===== src/rtl/des_pkg.sv =====
// -----------------------------------------------------------------------------
// des_pkg
// Shared definitions for the DES CPU-bus sequencer: register indices, CTRL and
// STATUS bit positions, and the sequencer state encoding.
// -----------------------------------------------------------------------------
package des_pkg;

  // Register indices on the 3-bit CPU address bus
  localparam logic [2:0] ADDR_DATA_HI = 3'd0;  // plaintext[1:32]
  localparam logic [2:0] ADDR_DATA_LO = 3'd1;  // plaintext[33:64]
  localparam logic [2:0] ADDR_KEY_HI  = 3'd2;  // key[1:32]
  localparam logic [2:0] ADDR_KEY_LO  = 3'd3;  // key[33:64]
  localparam logic [2:0] ADDR_CTRL    = 3'd4;
  localparam logic [2:0] ADDR_STATUS  = 3'd5;
  localparam logic [2:0] ADDR_RES_HI  = 3'd6;  // result[1:32]
  localparam logic [2:0] ADDR_RES_LO  = 3'd7;  // result[33:64]

  // CTRL write-word bit positions
  localparam int CTRL_START      = 0;  // self-clearing
  localparam int CTRL_DECRYPT    = 1;
  localparam int CTRL_CLEAR_DONE = 2;  // self-clearing
  localparam int CTRL_IRQ_EN     = 3;

  // CTRL read-word bit positions (the read layout packs irq_en next to decrypt)
  localparam int CTRL_RD_DECRYPT = 1;
  localparam int CTRL_RD_IRQ_EN  = 2;

  // STATUS bit positions (read); a STATUS write with STATUS_ERR set clears err
  localparam int STATUS_BUSY = 0;
  localparam int STATUS_DONE = 1;
  localparam int STATUS_ERR  = 2;

  typedef enum logic [1:0] {
    IDLE = 2'd0,
    RUN  = 2'd1,
    DONE = 2'd2
  } state_t;

endpackage


===== src/rtl/des_lat_counter.sv =====
// -----------------------------------------------------------------------------
// des_lat_counter
// Loadable down-counter with a zero flag. Counts the core latency while the
// sequencer is in RUN. Decrementing stops at zero.
//
// Ports:
//   clk, rst_n  clock, asynchronous active-low reset
//   load        load load_val this cycle (has priority over dec)
//   load_val    value to load
//   dec         decrement by one when non-zero
//   zero        count is zero
// -----------------------------------------------------------------------------
module des_lat_counter #(
  parameter int CNT_W = 8
) (
  input  logic             clk,
  input  logic             rst_n,
  input  logic             load,
  input  logic [CNT_W-1:0] load_val,
  input  logic             dec,
  output logic             zero
);

  logic [CNT_W-1:0] count;

  // NOTE: sequential state is assigned with <= so every flop samples pre-edge values.
  always_ff @(posedge clk or negedge rst_n) begin
    if (!rst_n) begin
      count <= '0;
    end else if (load) begin
      count <= load_val;
    end else if (dec && (count != '0)) begin
      count <= count - CNT_W'(1);
    end
  end

  assign zero = (count == '0);

endmodule


===== src/rtl/des_cpu_ctrl.sv =====
// -----------------------------------------------------------------------------
// des_cpu_ctrl
// Memory-mapped sequencer between the CPU bus and an external DES core. Holds
// operand and key halves, starts the core on command, waits LATENCY cycles,
// captures the 64-bit result and reports busy/done/err status.
//
// Parameters:
//   LATENCY  cycles from des_start to a valid des_result (1..255)
//   CNT_W    latency counter width, 2**CNT_W > LATENCY
//
// Ports:
//   clk, rst_n      clock, asynchronous active-low reset
//   wr_en, rd_en    CPU write / read strobes
//   addr, wdata     register index, write data
//   rdata           registered read data (holds when rd_en is low)
//   busy            operation in progress
//   irq             done AND irq_en (level)
//   des_plaintext   operand to core, bit 63 = DES bit 1
//   des_key         key to core, bit 63 = DES bit 1
//   des_decrypt     mode to core, 0 = encrypt
//   des_start       one-cycle start pulse to core
//   des_result      core output, bit 63 = DES bit 1
// -----------------------------------------------------------------------------
module des_cpu_ctrl
  import des_pkg::*;
#(
  parameter int LATENCY = 1,
  parameter int CNT_W   = 8
) (
  input  logic        clk,
  input  logic        rst_n,
  input  logic        wr_en,
  input  logic        rd_en,
  input  logic [2:0]  addr,
  input  logic [31:0] wdata,
  output logic [31:0] rdata,
  output logic        busy,
  output logic        irq,
  output logic [63:0] des_plaintext,
  output logic [63:0] des_key,
  output logic        des_decrypt,
  output logic        des_start,
  input  logic [63:0] des_result
);

  localparam logic [CNT_W-1:0] LOAD_VAL = CNT_W'(LATENCY - 1);

  state_t      state;
  logic [63:0] data_q;
  logic [63:0] key_q;
  logic [63:0] res_q;
  logic        decrypt_q;
  logic        irq_en_q;
  logic        done_q;
  logic        err_q;
  logic        cnt_zero;

  // Bus decode
  logic        in_run;
  logic        wr_operand;
  logic        wr_ctrl;
  logic        wr_status;
  logic        start_req;
  logic        start_ok;
  logic        clear_ok;
  logic        err_set;
  logic [31:0] rd_word;

  assign in_run     = (state == RUN);
  assign wr_operand = wr_en && !addr[2];  // addresses 0..3
  assign wr_ctrl    = wr_en && (addr == ADDR_CTRL);
  assign wr_status  = wr_en && (addr == ADDR_STATUS);
  assign start_req  = wr_ctrl && wdata[CTRL_START];
  assign start_ok   = start_req && !in_run;
  assign clear_ok   = wr_ctrl && wdata[CTRL_CLEAR_DONE] && !in_run;
  // Operand or start writes while running are dropped and flagged
  assign err_set    = in_run && (wr_operand || start_req);

  des_lat_counter #(
    .CNT_W (CNT_W)
  ) u_lat_counter (
    .clk      (clk),
    .rst_n    (rst_n),
    .load     (start_ok),
    .load_val (LOAD_VAL),
    .dec      (in_run),
    .zero     (cnt_zero)
  );

  // NOTE: default assignment first so no path leaves rd_word unassigned (no latch).
  always_comb begin
    rd_word = '0;
    case (addr)
      ADDR_DATA_HI: rd_word = data_q[63:32];
      ADDR_DATA_LO: rd_word = data_q[31:0];
      ADDR_KEY_HI:  rd_word = key_q[63:32];
      ADDR_KEY_LO:  rd_word = key_q[31:0];
      ADDR_CTRL: begin
        rd_word[CTRL_RD_DECRYPT] = decrypt_q;
        rd_word[CTRL_RD_IRQ_EN]  = irq_en_q;
      end
      ADDR_STATUS: begin
        rd_word[STATUS_BUSY] = busy;
        rd_word[STATUS_DONE] = done_q;
        rd_word[STATUS_ERR]  = err_q;
      end
      ADDR_RES_HI:  rd_word = res_q[63:32];
      ADDR_RES_LO:  rd_word = res_q[31:0];
      default:      rd_word = '0;
    endcase
  end

  // Register file, status flags and sequencer in one clocked block
  always_ff @(posedge clk or negedge rst_n) begin
    if (!rst_n) begin
      // NOTE: operand/key/result are plain flops, not RAM, so they reset with the control state.
      state     <= IDLE;
      data_q    <= '0;
      key_q     <= '0;
      res_q     <= '0;
      decrypt_q <= 1'b0;
      irq_en_q  <= 1'b0;
      done_q    <= 1'b0;
      err_q     <= 1'b0;
      busy      <= 1'b0;
      des_start <= 1'b0;
      rdata     <= '0;
    end else begin
      des_start <= start_ok;

      // Reads sample the pre-write register values
      if (rd_en) begin
        rdata <= rd_word;
      end

      // Operands and mode stay frozen for the whole of RUN
      if (wr_operand && !in_run) begin
        case (addr)
          ADDR_DATA_HI: data_q[63:32] <= wdata;
          ADDR_DATA_LO: data_q[31:0]  <= wdata;
          ADDR_KEY_HI:  key_q[63:32]  <= wdata;
          default:      key_q[31:0]   <= wdata;
        endcase
      end

      if (wr_ctrl && !in_run) begin
        decrypt_q <= wdata[CTRL_DECRYPT];
        irq_en_q  <= wdata[CTRL_IRQ_EN];
      end

      if (err_set) begin
        err_q <= 1'b1;
      end else if (wr_status && wdata[STATUS_ERR]) begin
        err_q <= 1'b0;
      end

      case (state)
        IDLE: begin
          if (start_ok) begin
            state  <= RUN;
            busy   <= 1'b1;
            done_q <= 1'b0;
          end
        end
        RUN: begin
          if (cnt_zero) begin
            res_q  <= des_result;
            done_q <= 1'b1;
            busy   <= 1'b0;
            state  <= DONE;
          end
        end
        DONE: begin
          // start has priority over clear_done in the same word
          if (start_ok) begin
            state  <= RUN;
            busy   <= 1'b1;
            done_q <= 1'b0;
          end else if (clear_ok) begin
            state  <= IDLE;
            done_q <= 1'b0;
          end
        end
        default: begin
          state <= IDLE;
          busy  <= 1'b0;
        end
      endcase
    end
  end

  assign irq           = done_q && irq_en_q;
  assign des_plaintext = data_q;
  assign des_key       = key_q;
  assign des_decrypt   = decrypt_q;

endmodule


===== config.mk =====
export PLATFORM = sky130hd
export DESIGN_NAME = des_cpu_ctrl
export DESIGN_NICKNAME = d
export VERILOG_FILES = /design/src/rtl/des_pkg.sv /design/src/rtl/des_lat_counter.sv /design/src/rtl/des_cpu_ctrl.sv
export SDC_FILE = /design/constraint.sdc
export NUM_CORES = 1
export LEC_CHECK = 0
export CELL_PAD_IN_SITES_DETAIL_PLACEMENT = 1
export CELL_PAD_IN_SITES_GLOBAL_PLACEMENT = 2
export CORE_MARGIN = 1
export CORE_UTILIZATION = 35
export CTS_BUF_LIST = sky130_fd_sc_hd__clkbuf_8
export DETAILED_ROUTE_END_ITERATION = 10
export GPL_ROUTABILITY_DRIVEN = 0
export PLACE_DENSITY_LB_ADDON = 0.1
export SYNTH_ARGS = -nofsm -noshare
export SYNTH_HDL_FRONTEND = slang
export SYNTH_SLANG_ARGS = --single-unit
export TNS_END_PERCENT = 5

===== constraint.sdc =====
create_clock -name clk -period 4.8 [get_ports clk]
set_input_delay 0.96 -clock clk [delete_from_list [all_inputs] [get_ports clk]]
set_output_delay 0.96 -clock clk [all_outputs]
set_load 0.02 [all_outputs]

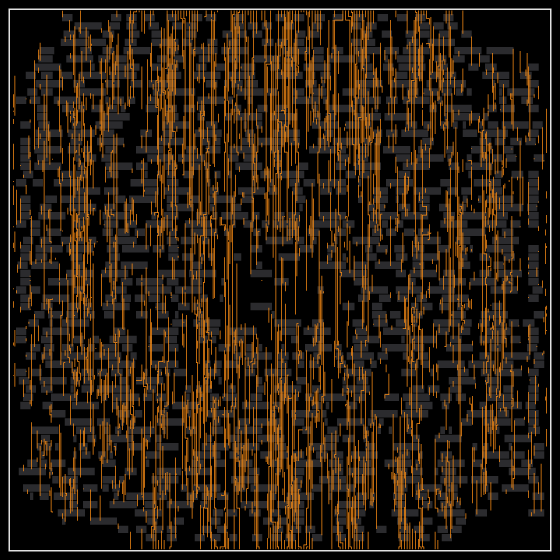
Fig. 1. Met2 routing.
The longest straight run is 76.7 µm. The layer carries 16400 µm of wire.
GR Util met2: 36.0%
final wirelength: 34500 µm
DR vias: 7835

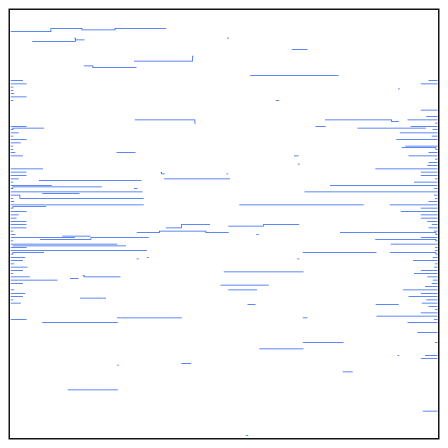
Fig. 2. M3 wires.
146 nets have wire on it. The layer carries 2090 µm of wire. The wires run mostly horizontal.
GR Util met3: 4.84%

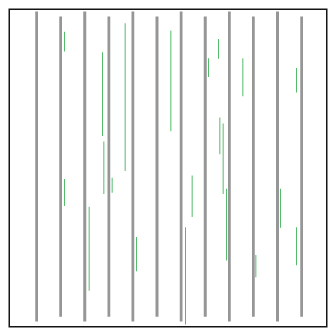
Fig. 3. The metal 4 layer.
Supply wires on this layer in gray.
The longest straight run is 83.0 µm. The wires run mostly vertical. The layer holds 1.8% of the routed length. The layer carries 604 µm of wire. 9 nets have wire on it.

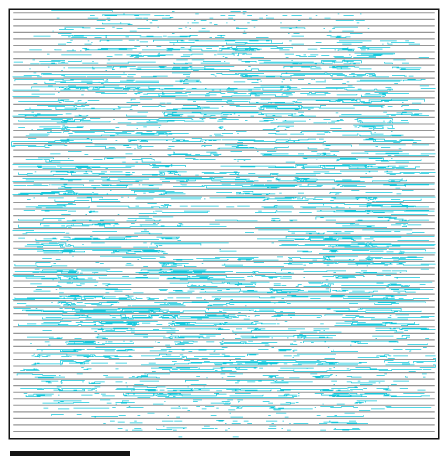
Fig. 4. Met1 routing.
Scale bar: 50 µm. Supply wires on this layer in gray.
The layer holds 45% of the routed length. The wires run mostly horizontal. The layer carries 15400 µm of wire. The longest straight run is 61.6 µm.
met1 GRT Util: 29.4%

==> impl_metrics.toml <==
# implementation run metrics
[run_status]
status = "completed"

[place]
placed_area_mm2 = 0.0139
dp_slack_ps = 1410
dp.cells = 1431
io_buffers = 266

[drt]
wl_per_cell_um = 22.9
post-route-drc-count = 0
drt-vias-per-instance = 5.19
drt-initial-drc-count = 339

[floorplanning]
io_pins = 267
row_count = 64
initial_core_util_pct = 35.5
chipHeight_um = 178
tap-cell-count = 396

[critical_path]
cp.arrival_ps = 3220
critPathTopFamily = "simple AND/OR/NAND/NOR gates"
crit_path_start = "u_lat_counter.count[0]"
required_ps = 5230
cp-end-kind = "flip-flop"
crit_path_max_fanout = 33
crit_type = "flip-flop to flip-flop"

[clock_network]
clock-sinks = 240
cts_hold_buf = 0
cts_tree = "built"
cts_setup_buffers = 0
numCtsBuffers = 45
clockRootBuffer = "clkbuf_8"

[logic_synthesis]
yosys.area.top_type_share_pct = 55.4
adder_share_pct = 0.231
synth_nets = 919
async_reset_ff_share_pct = 100
edf_count = 0
xor_area_share_pct = 0.323
netlist_instances = 814
syn_avg_cell_area_um2 = 13.3
logic_family = "multiplexers"
ys_seq_share_pct = 55.4
compound_area_share_pct = 8.03
syn_area_mm2 = 0.0108
ys_warn_count = 0
ys_types = 53

[timing]
slew_headroom_pct = 31.6
worst_slew_pin_slew_ps = 1020
tns_ps = 0
rsz0062_at_grt = "false"
slew_violations = 0
fin_ws_ps = 2000
period_used_pct = 58.3
fmax_ghz = 0.358
final_hold_viol_count = 0
setup_viol = 0

[finish]
combGateArea_mm2 = 0.00453
buffers = 281
seqCellArea_mm2 = 0.00601
clock_cell_area_share_pct = 5.81
dominant_cells = "sequential cells"
layout_top_cells = "clkdlybuf4s50_1 (261), dfrtp_1 (240), mux2_2 (129)"
antenna_cells = 0
seq-cell-share_pct = 40.7
comb_area_share_pct = 30.8
layout-drive-gt1-share_pct = 19.9
multi_input_comb_cells = 506
seq_cells = 240

[power_and_ir_drop]
clock_net_power_uw = 1900
pg_comb_uw = 3570
leakagePower_uw = 0.00614
fin_total_pwr_uw = 9020
sequentialPower_uw = 3550
p_seq_share_pct = 39.4
internal_power_uw = 5810
ir_worst_vdd_mv = 0.231

[grt]
grt_util_all_layers_pct = 22.0
grt_busiest_layer = "met2"
grt_pass1_wl_um = 52200
grt_max_degree = 124
antenna_found_initial = 0
grt_pass1_vias = 8426

[flow_run]
max_cap_violations = 0

[worst_hold_path]
hold_start = "res_q[40]"
whs_path_depth = 1
[Yosys cell counts, types with 3 or more instances]
cell type / count
buf_2: 28
mux2_2: 129
and2_1: 3
clkbuf_1: 18
buf_6: 5
nand4_1: 9
nand3b_1: 8
nor2_1: 31
a22oi_1: 17
buf_4: 3
a32oi_1: 7
nor2b_1: 13
nand3_1: 14
o221ai_1: 3
nand2_1: 19
a221oi_1: 7
inv_1: 8
mux2i_1: 30
and3_1: 4
buf_1: 6
xnor2_1: 3
mux2_1: 95
mux4_2: 5
a41oi_1: 6
o211ai_1: 6
nand2b_1: 6
a2bb2oi_1: 4
a21oi_1: 32
o22ai_1: 3
o21ai_0: 19
a21o_1: 8
dfrtp_1: 240
[per-layer routing]
layer,vias up,wire (µm)
met5,-,0
met4,0,603
met3,53,2090
met2,205,16400
met1,4051,15400
li1,3526,-
